**src/rtl/spi_pkg.sv**
```systemverilog
// spi_pkg: command codes, read-FSM encoding and default memory geometry shared by the SPI slave path.
package spi_pkg;
    localparam int DEF_MEM_DEPTH = 256;
    localparam int DEF_ADDR_SIZE = 8;
    typedef enum logic [1:0] {
        CMD_WR_ADDR = 2'b00,
        CMD_WR_DATA = 2'b01,
        CMD_RD_ADDR = 2'b10,
        CMD_RD_DATA = 2'b11
    } cmd_e;
    typedef enum logic {
        RD_IDLE  = 1'b0,
        RD_ARMED = 1'b1
    } rd_state_e;
endpackage

```
**src/rtl/spi_ram_array.sv**
```systemverilog
// spi_ram_array: synchronous single-port byte RAM with registered read-first output.
module spi_ram_array #(
    parameter int DEPTH = 256,
    parameter int AW    = 8
) (
    input  logic          clk,
    input  logic          we,
    input  logic [AW-1:0] addr,
    input  logic [7:0]    din,
    output logic [7:0]    dout
);
    logic [7:0] mem [DEPTH];
    logic [7:0] dout_q;
    always_ff @(posedge clk) begin
        if (we) mem[addr] <= din;
        dout_q <= mem[addr];
    end
    assign dout = dout_q;
endmodule

```
**src/rtl/spi_ram_ctrl.sv**
```systemverilog
// spi_ram_ctrl: decodes SPI slave command words into RAM writes/reads and returns read bytes to the slave.
module spi_ram_ctrl
    import spi_pkg::*;
#(
    parameter int MEM_DEPTH = DEF_MEM_DEPTH,
    parameter int ADDR_SIZE = DEF_ADDR_SIZE,
    parameter bit AUTO_INC  = 1'b1
) (
    input  logic       clk,
    input  logic       rst,
    input  logic       rx_valid,
    input  logic [9:0] rx_data,
    output logic [7:0] tx_data,
    output logic       tx_valid,
    output logic       cmd_err
);
    cmd_e                 cmd;
    logic [ADDR_SIZE-1:0] addr_pl;
    rd_state_e            state_q, state_d;
    logic [ADDR_SIZE-1:0] wr_ptr_q, wr_ptr_d, rd_ptr_q, rd_ptr_d, ram_addr;
    logic                 rd_pend_q, rd_pend_d, tx_valid_q, tx_valid_d, cmd_err_q, cmd_err_d;
    logic [7:0]           tx_data_q, tx_data_d, ram_dout;
    logic                 wr_fire, rd_fire, rd_err, wa_fire, ra_fire;

    assign cmd     = cmd_e'(rx_data[9:8]);
    assign addr_pl = ADDR_SIZE'(rx_data[7:0]);

    always_ff @(posedge clk or negedge rst) begin
        if (!rst) state_q <= RD_IDLE;
        else      state_q <= state_d;
    end

    always_comb begin
        state_d = state_q;
        if (rx_valid && cmd == CMD_RD_ADDR) state_d = RD_ARMED;
    end

    always_comb begin
        wa_fire  = rx_valid && cmd == CMD_WR_ADDR;
        wr_fire  = rx_valid && cmd == CMD_WR_DATA;
        ra_fire  = rx_valid && cmd == CMD_RD_ADDR;
        rd_fire  = rx_valid && cmd == CMD_RD_DATA && state_q == RD_ARMED;
        rd_err   = rx_valid && cmd == CMD_RD_DATA && state_q == RD_IDLE;
        ram_addr = wr_fire ? wr_ptr_q : rd_ptr_q;
    end

    // rd_pend tracks the RAM read stage so tx_valid lands one cycle after the RAM output register.
    always_comb begin
        wr_ptr_d   = wa_fire ? addr_pl : (wr_fire && AUTO_INC) ? wr_ptr_q + ADDR_SIZE'(1) : wr_ptr_q;
        rd_ptr_d   = ra_fire ? addr_pl : (rd_fire && AUTO_INC) ? rd_ptr_q + ADDR_SIZE'(1) : rd_ptr_q;
        rd_pend_d  = rd_fire;
        tx_valid_d = rd_pend_q;
        tx_data_d  = rd_pend_q ? ram_dout : tx_data_q;
        cmd_err_d  = rd_err;
    end

    always_ff @(posedge clk or negedge rst) begin
        if (!rst) begin
            wr_ptr_q   <= '0;
            rd_ptr_q   <= '0;
            rd_pend_q  <= 1'b0;
            tx_valid_q <= 1'b0;
            tx_data_q  <= 8'h00;
            cmd_err_q  <= 1'b0;
        end else begin
            wr_ptr_q   <= wr_ptr_d;
            rd_ptr_q   <= rd_ptr_d;
            rd_pend_q  <= rd_pend_d;
            tx_valid_q <= tx_valid_d;
            tx_data_q  <= tx_data_d;
            cmd_err_q  <= cmd_err_d;
        end
    end

    spi_ram_array #(.DEPTH(MEM_DEPTH), .AW(ADDR_SIZE)) u_ram (
        .clk  (clk),
        .we   (wr_fire),
        .addr (ram_addr),
        .din  (rx_data[7:0]),
        .dout (ram_dout)
    );

    assign tx_data  = tx_data_q;
    assign tx_valid = tx_valid_q;
    assign cmd_err  = cmd_err_q;
endmodule

```
**config.mk**
```make
export PLATFORM = sky130hd
export DESIGN_NAME = spi_ram_ctrl
export DESIGN_NICKNAME = d
export VERILOG_FILES = /design/src/rtl/spi_pkg.sv /design/src/rtl/spi_ram_array.sv /design/src/rtl/spi_ram_ctrl.sv
export SDC_FILE = /design/constraint.sdc
export NUM_CORES = 2
export LEC_CHECK = 0
export CAP_MARGIN = 20
export CORE_MARGIN = 8
export CORE_UTILIZATION = 45
export DETAILED_ROUTE_END_ITERATION = 10
export GPL_TIMING_DRIVEN = 0
export MAX_ROUTING_LAYER = met4
export PLACE_DENSITY_LB_ADDON = 0.08
export SLEW_MARGIN = 5
export SYNTH_ARGS = -nofsm -noshare
export SYNTH_HDL_FRONTEND = slang
export SYNTH_SLANG_ARGS = --single-unit
```
**constraint.sdc**
```tcl
create_clock -name clk -period 4.3 [get_ports clk]
set_clock_uncertainty 0.15 [all_clocks]
set_input_delay 0.43 -clock clk [delete_from_list [all_inputs] [get_ports clk]]
set_output_delay 0.43 -clock clk [all_outputs]
set_load 0.05 [all_outputs]
```
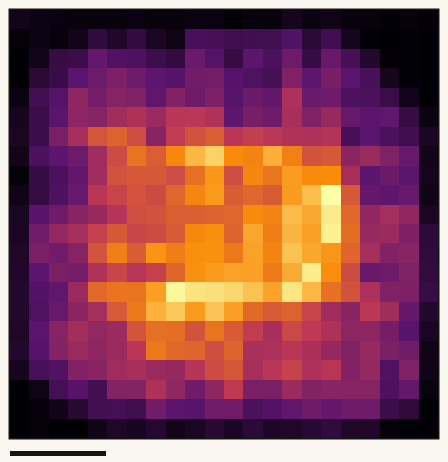
*Wiring heat map*
The bar under the picture is 100 µm long. The die is cut into 22 by 22 equal tiles; black is low, pale yellow is high, scaled to the fullest tile. Values are wire area over tile area, all layers added.
emptiest ninth of the die: upper right
nearly empty tiles: 6.2%
densest ninth of the die: center
mean over tiles: 0.28
final wirelength: 317000 µm
GRT Total Usage: 0.321
WL per Instance: 37.3 µm
vias: 52.9k

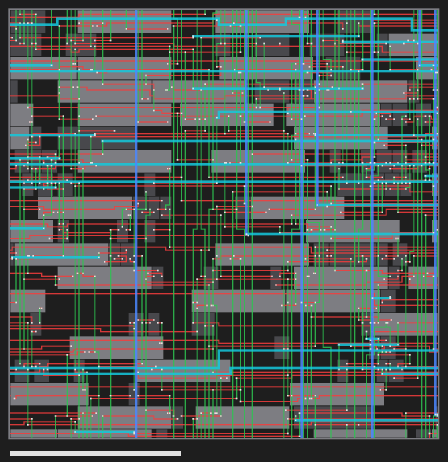
*Layout detail*
The bar under the picture is 20 µm long. Region (86, 86) to (136, 136) µm. Cells in gray, sequential cells in the stronger gray; small squares are vias.
| layer | color |
|---|---|
| metal 4 | blue |
| metal 3 | cyan |
| metal 1 | red |
| metal 2 | green |
most frequent: edfxtp_1 (31), nand2_1 (25), nand3_1 (18)
sequential cells in the window: 31
cells with their middle in the window: 99
netlist names of flops here include: `u_ram.mem` (31)

==> summary.txt <==
run metrics: TNS Setup -9270 ps, initial antenna violation count 23, Comb pwr share 0.229, Simple-Gate Area Share 0.0994, area share, top type 0.741, Final #Nets 5848, worst endpoint required time 4880 ps, final setup margin -301 ps, clock root buffer clkbuf_16, Core Util at FP 0.453, Clk. pwr 18500 µW, Die ar. 198000 µm², clock slew at reported path FFs 60 ps, post-synthesis cell type count 67, failing checks setup timing, status finished, violations left, # setup viols final 144, Worst path max stage delay 720 ps, sequential fraction of the synthesis area 0.752, RR Startpoint wr_ptr_q[1], gp weighted congestion 1.02, worst path bufs/invs 5, Synth Instances 5528, post-synth area from yosys stat 83000 µm², TritonCTS sink count 2084
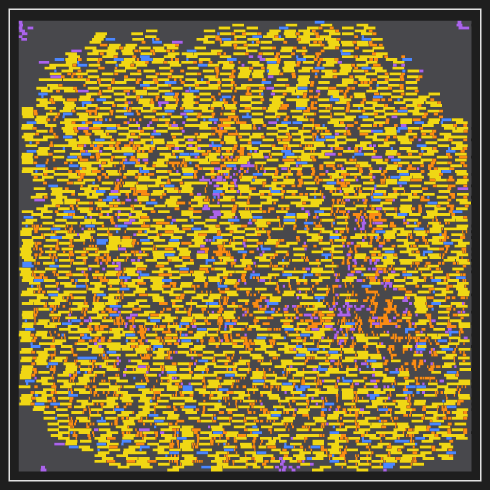
*Placed cells, one color a class*
Fill, decap, tap and diode cells in gray.
| class | color | cells |
|---|---|---|
| clock drivers and dummy loads | blue | 402 |
| other buffers and delay cells | purple | 429 |
| combinational and other logic | orange | 3102 |
| flops | yellow | 2084 |
Finished Core Util: 0.528
num rows: 157
flop share of the area: 0.645

## layer usage
layer,vias to the layer above,track usage,share of wire
met4,0,0.148,0.056
met2,3194,0.468,0.44
li1,21800,-,-
met5,-,-,0
met3,734,0.106,0.12
met1,27200,0.409,0.39
## state kept, by name, summed over array words and instances (netlist names)
register	flops
rd_pend_q	1
state_q	1
u_ram.dout	8
wr_ptr_q	8
cmd_err	1
tx_valid	1
tx_data	8
u_ram.mem	2048
rd_ptr_q	8
## through the flow
stage               instance area, µm²  hold slack (ps)  instances  total power (µW)
finish                           96700             69.1       8504             53200
global route                     96700              125       8495             54100
CTS                              96200             49.9       8478             52700
detailed placement               87300              296       8065             34100
global placement                 86300              296       8012             34100
floorplan                        83000            -15.6       5528             28300
No activity file was given, so power comes from the tool's default toggle rates.
